Design rr_mux_arb_flat, sky130hd; sources not shown.
run_1/met1.png
Bar = 10 um. Supply wires on this layer in gray.
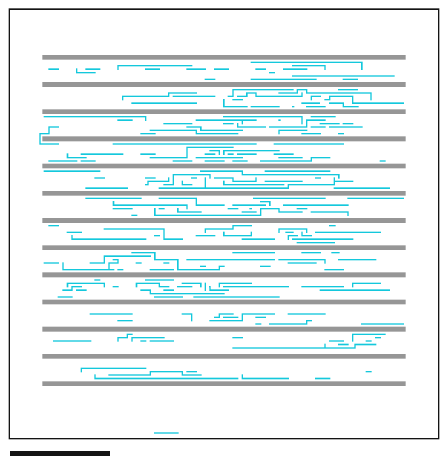
wire length on this layer: 726 um
share of all routed wire: 38%
nets with wire on the layer: 98
longest straight run: 14.3 um
DRT Wirelength: 1910 um
grt met1 use: 25.4%

run_1/met2.png
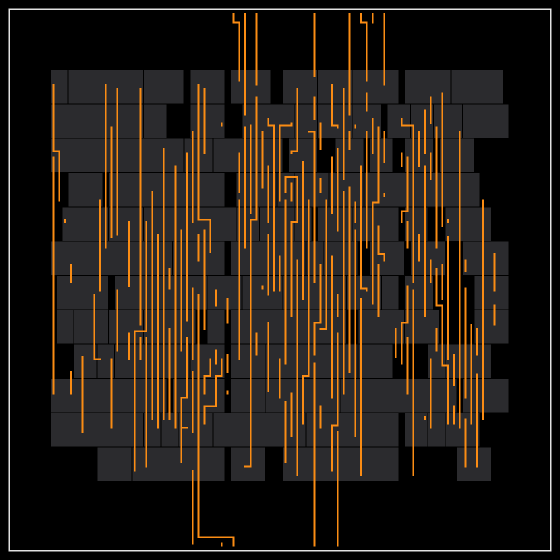
wire length on this layer: 1030 um
longest straight run: 23.5 um
DR vias: 623
met2 Track Usage GR: 41.3%

run_1/met3.png
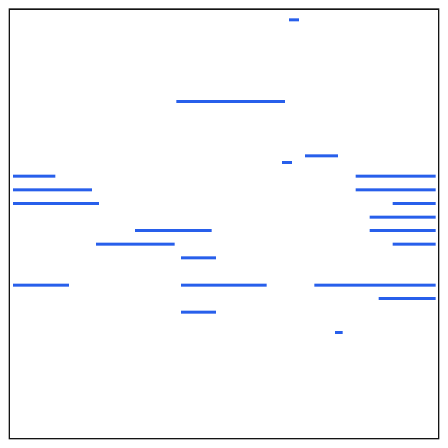
wire length on this layer: 123 um
main direction: horizontal
longest straight run: 11.8 um
share of all routed wire: 6.4%
nets with wire on the layer: 18
GR Layer Usage met3: 5.08%

==> impl_metrics.toml, run 1 <==
# synthesis and place-and-route metrics
[status]
status = "finished with violations"
violations = "setup timing"

[critical_path]
crit_cells = 7
critPathMaxStageDelay_ns = 0.43
crit_slowest_cell = "dfrtp_2"
crit_arrival_ns = 1.82
ff2ff_path_depth = 8
cp_max_fo = 5
reg2reg_setup_slack_ns = 0.05
path_class = "reg -> out"
cp-start-kind = "register"
cp_cell_sequence = "mux2i_2 -> a2bb2oi_2 -> nand2_2 -> inv_4 -> buf_4 -> nor3_4 -> buf_12"
critPathRequiredTime_ns = 1.52
cp_num_buf_inv = 3
crit_family = "flip-flops"
end_kind = "output pin"

[detailed_routing]
wl_met2_um = 1030
routed_via_density = 5.42
post_drt_wl_per_cell_um = 16.6
drc = 0
wl_met1_um = 726
top_layer_used = "met4"
drtPass1Iterations = 4
dr_wl_met3_um = 123
drt_iter0_drc = 16
ant_nets = 0

[clock_tree]
clkLatencyLatePin_ns = 0.25
numCtsBuffers = 3
cts_tree = "yes"
clk_pin_slew_ns = 0.06
clock_path_buffers = 2
cts_max_level = 1
cts.sinks = 7
cts-root-buf = "clkbuf_4"

[power]
p_total_mw = 1.43
internal_power_mw = 0.696
seqPwrFrac_pct = 18.2
ir_drop_mv = 1.21
power_density_nw_per_um2 = 1370
p_sw_mw = 0.739
leakage_nw = 0.470
p_comb_share_pct = 72.2
swShare_pct = 51.5
power.clock.fraction_pct = 9.6

[final_timing]
slew_viol_final = 0
min_period_ns = 2.20
period_used_pct = 116
setup_viol = 4
grt_setup_unrepaired = "true"
fin_setup_tns_ns = -1.00
worst_hold_slack_ns = 0.470
maxSlewHeadroom_pct = 71.8
max_freq_mhz = 455
tightestPinTransition_ns = 0.421
layout_setup_ws_ns = -0.298
hold_viol = 0
skew_ns = 0.00596

[synth]
yosys_warnings = 0
ys_seq_share_pct = 36.9
synth_cell_types = 24
ff_type = "dfrtp_1"
ys_ff = 7
top_cells_by_area = "dfrtp_1 (37%), and3_1 (6.6%), nand2_1 (5.5%)"
synth-edff-count = 0
syn_nets = 71
netlist_area_um2 = 474
synthTopCellsByCount = "dfrtp_1 (7), nand2_1 (7), and3_1 (5), inv_1 (5), o21ai_0 (4)"
top_area_share_pct = 36.9
ys_chip_area_um2 = 474
synth.avg_cell_area_um2 = 8.62
synth_stat.cells = 55
synthArstFlopShare_pct = 100
top_area_cell = "dfrtp_1"
syn_inst = 55

[cells_and_area]
clock_buffers = 4
seq-cell-share_pct = 17.2
regArea_um2 = 180
drive_gt1_share_pct = 52.5
ff_count = 7
finalInstanceArea_um2 = 1050
fillers = 57
nNonClkBuffers = 43
layout_top_cell = "buf_4"
logic_gate_count = 41
sh_comb_area_pct = 33.9
buf_share_pct = 42.3
syn_to_final_growth_pct = 121
final_core_util_pct = 88.2
antenna_cells = 0
layout_top_cells = "buf_4 (21), clkdlybuf4s50_1 (10), buf_12 (7), nand2_1 (6)"
layout.non_clock_inverters = 6
logic_area_um2 = 354
layout.nets = 118
dominant_cells = "buffers"
final_cells = 115
clk_share_pct = 2.51

[global_routing]
grt_max_degree = 9
top_usage_layer = "met2"
grt_pass1_wl_um = 3140
grt_usage_pct = 22.8
grt_pass1_vias = 628
overflow = 0
grt_antenna_before_repair = 0

[die]
core_area_um2 = 1190
die_h_um = 42.8
die_w_um = 42.8
rows = 12
num_io_pins = 24
tap_cells = 14
die_area_um2 = 1830
fp_util_pct = 40.0

[placement]
dp.cells = 107
finalWeightedCongestion = 0.765
pre_cts_slack_ns = -0.524
place_area_um2 = 952
hpwl_um = 1380
port_buffers = 23

[flow_run]
max_cap_violations = 0
warning_count = 29

[min_path]
min_path_type = "in -> async"
-- run 1: cell families after synthesis --
| logic type | synth area share [%] |
|---|---|
| and+or+nand+nor | 19.3 |
| muxes | 4.49 |
| DFF | 36.9 |
| AOI/OAI and AO/OA | 30.9 |
| adders and majority gates | 2.64 |
| buffers and inverters | 5.80 |
-- run 1: power groups by stage --
stage                     clock network [mW]  registers [mW]  logic, mW
final                                  0.137           0.261       1.04
after global routing                   0.150           0.271       1.09
after CTS                              0.140           0.257      0.991
after detailed placement                   0           0.258      0.922
after global placement                     0           0.252      0.903
after floorplan                            0           0.488      0.343
-- run 1: timing repair --
action | 4_1_cts | 5_1_grt
hold buffers | 0 | 0
setup endpoints to repair | 5 | 4
gates resized | 12 | 4
buffers inserted | 2 | 2
gates cloned | 0 | 0
pin swaps | 7 | 4
==> run 1 -> run 2 <==
==> constraint.sdc (replaced) <==
create_clock -name clk -period 1.9 [get_ports clk]
set_input_delay 0.19 -clock clk [delete_from_list [all_inputs] [get_ports clk]]
set_output_delay 0.19 -clock clk [all_outputs]
set_load 0.1 [all_outputs]
==> run 2 against run 1 <==
Net effect:
- the run still ends with setup timing left
- clock skew shrank 0.0057 ns
- worst hold slack worse by 0.16 ns
- total power shrank 3.8%
==> impl_metrics.toml, run 2 <==
# synthesis and place-and-route metrics
[detailed_routing]
drc = 0
post_drt_wl_per_cell_um = 14.5
drt_iter0_drc = 9
routed_via_density = 5.37
drtPass1Iterations = 4

[synth]
ff_type = "dfrtp_1"
ys_ff = 7
synth.avg_cell_area_um2 = 8.62
synth-edff-count = 0
ys_chip_area_um2 = 474
top_area_share_pct = 36.9
yosys_warnings = 0
adder_share_pct = 2.64
netlist_area_um2 = 474
synth_stat.cells = 55
synthTopCellsByCount = "dfrtp_1 (7), nand2_1 (7), and3_1 (5), inv_1 (5), o21ai_0 (4)"
synthArstFlopShare_pct = 100
top_area_cell = "dfrtp_1"
syn_nets = 71
mux_share_pct = 4.49
synth_cell_types = 24
ys_sh_simple_pct = 19.3
top_cells_by_area = "dfrtp_1 (37%), and3_1 (6.6%), nand2_1 (5.5%)"
ys_seq_share_pct = 36.9

[placement]
hpwl_um = 1190
port_buffers = 23
finalWeightedCongestion = 0.783
dp.cells = 106
place_area_um2 = 920

[die]
die_h_um = 42.8
die_w_um = 42.8
die_area_um2 = 1830
tap_cells = 14
core_area_um2 = 1190
fp_util_pct = 40.0

[cells_and_area]
ff_count = 7
finalInstanceArea_um2 = 1010
seq-cell-share_pct = 17.8
logic_gate_count = 41
fillers = 76
logic_area_um2 = 352
clock_buffers = 4
regArea_um2 = 180
clk_share_pct = 2.60
layout.nets = 118
layout_top_cell = "buf_4"
nNonClkBuffers = 43
layout.non_clock_inverters = 6
final_cells = 115
drive_gt1_share_pct = 49.5
antenna_cells = 0
dominant_cells = "buffers"
layout_top_cells = "buf_4 (24), clkdlybuf4s50_1 (12), nand2_1 (6), and3_1 (5), dfrtp_1 (5)"
buf_share_pct = 40.5
sh_comb_area_pct = 34.8

[critical_path]
cp_num_buf_inv = 2
cp_max_fo = 5
critPathMaxStageDelay_ns = 0.45
crit_slowest_cell = "dfrtp_2"
reg2reg_setup_slack_ns = 0.01
crit_arrival_ns = 1.78
crit_cells = 6
cp_cell_sequence = "a21boi_2 -> a2bb2oi_2 -> nand2_2 -> buf_6 -> nor3_4 -> buf_12"
end_kind = "output pin"
path_class = "reg -> out"
ff2ff_path_depth = 8
cp-start-kind = "register"
crit_family = "flip-flops"
critPathRequiredTime_ns = 1.71

[clock_tree]
numCtsBuffers = 3
clkLatencyLatePin_ns = 0.24
holdBufCountCts = 0
cts_tree = "yes"
clock_path_buffers = 2
cts_max_level = 1
clk_pin_slew_ns = 0.05
cts.sinks = 7
cts-root-buf = "clkbuf_4"

[final_timing]
fin_setup_tns_ns = -0.213
maxSlewHeadroom_pct = 61.7
worst_hold_slack_ns = 0.309
min_period_ns = 1.97
max_freq_mhz = 508
tightestPinTransition_ns = 0.575
period_used_pct = 104
slew_viol_final = 0
grt_setup_unrepaired = "true"
setup_viol = 4
hold_viol = 0
skew_ns = 0.000269
layout_setup_ws_ns = -0.0690

[status]
status = "finished with violations"
violations = "setup timing"

[power]
ir_drop_mv = 1.01
leakage_nw = 0.455
power_density_nw_per_um2 = 1370

[flow_run]
max_cap_violations = 0
warning_count = 29

[min_path]
min_path_type = "in -> async"

[global_routing]
grt_antenna_before_repair = 0
grt_pass1_vias = 616
grt_usage_pct = 20.8
overflow = 0
grt_pass1_wl_um = 2820
-- run 2: stage by stage --
stage               util (%)  worst slack [ns]
floorplan                  -            -0.102
global placement        77.5           -0.0941
global route            85.1            -0.168
finish                  85.1           -0.0690
detailed placement      77.5            -0.130
CTS                     82.5           -0.0563
-- run 2: metal layers --
| metal | vias up | wire length (um) | global-route usage (%) |
|---|---|---|---|
| met5 | - | 0 | 0 |
| met4 | 0 | 21 | 6.21 |
| met3 | 2 | 107 | 8.05 |
| met2 | 21 | 854 | 35.0 |
| met1 | 297 | 685 | 24.0 |
| li1 | 298 | - | - |
-- run 2: where the power goes --
part,switching [mW],internal (mW),total [mW],leakage [nW]
combinational,0.609,0.379,0.989,0.358
clock,0.0489,0.0798,0.129,0.0150
sequential,0.0575,0.205,0.262,0.0825
total,0.716,0.664,1.38,0.455
run_2/met2.png
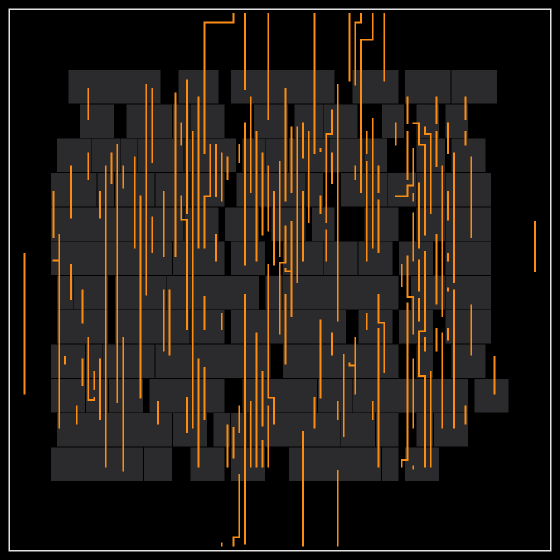
share of all routed wire: 51%
longest straight run: 23.8 um
wire length on this layer: 855 um
DRT Wirelength: 1670 um
met2 Track Usage GR: 35.0%
DR vias: 618

run_2/met3.png
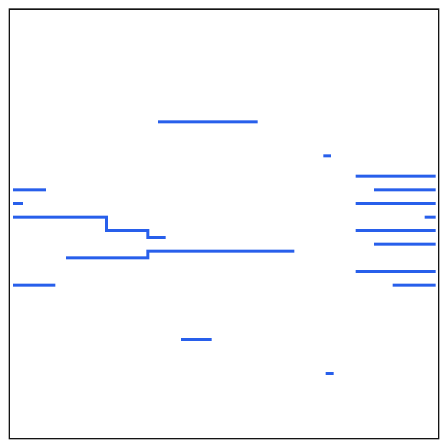
nets with wire on the layer: 16
main direction: horizontal
wire length on this layer: 108 um
GR Layer Usage met3: 8.05%

run_2/met1.png
Bar = 10 um. Supply wires on this layer in gray.
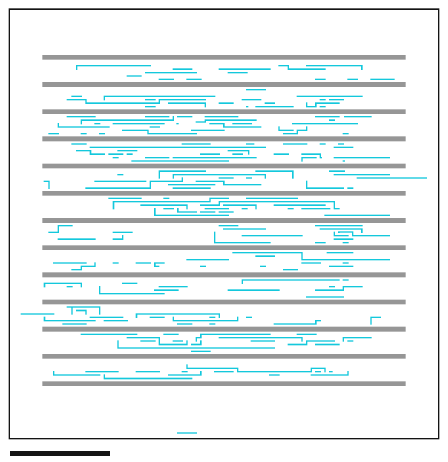
share of all routed wire: 41%
longest straight run: 17.5 um
nets with wire on the layer: 103
grt met1 use: 24.0%

Power is estimated from default activity; no workload was simulated.
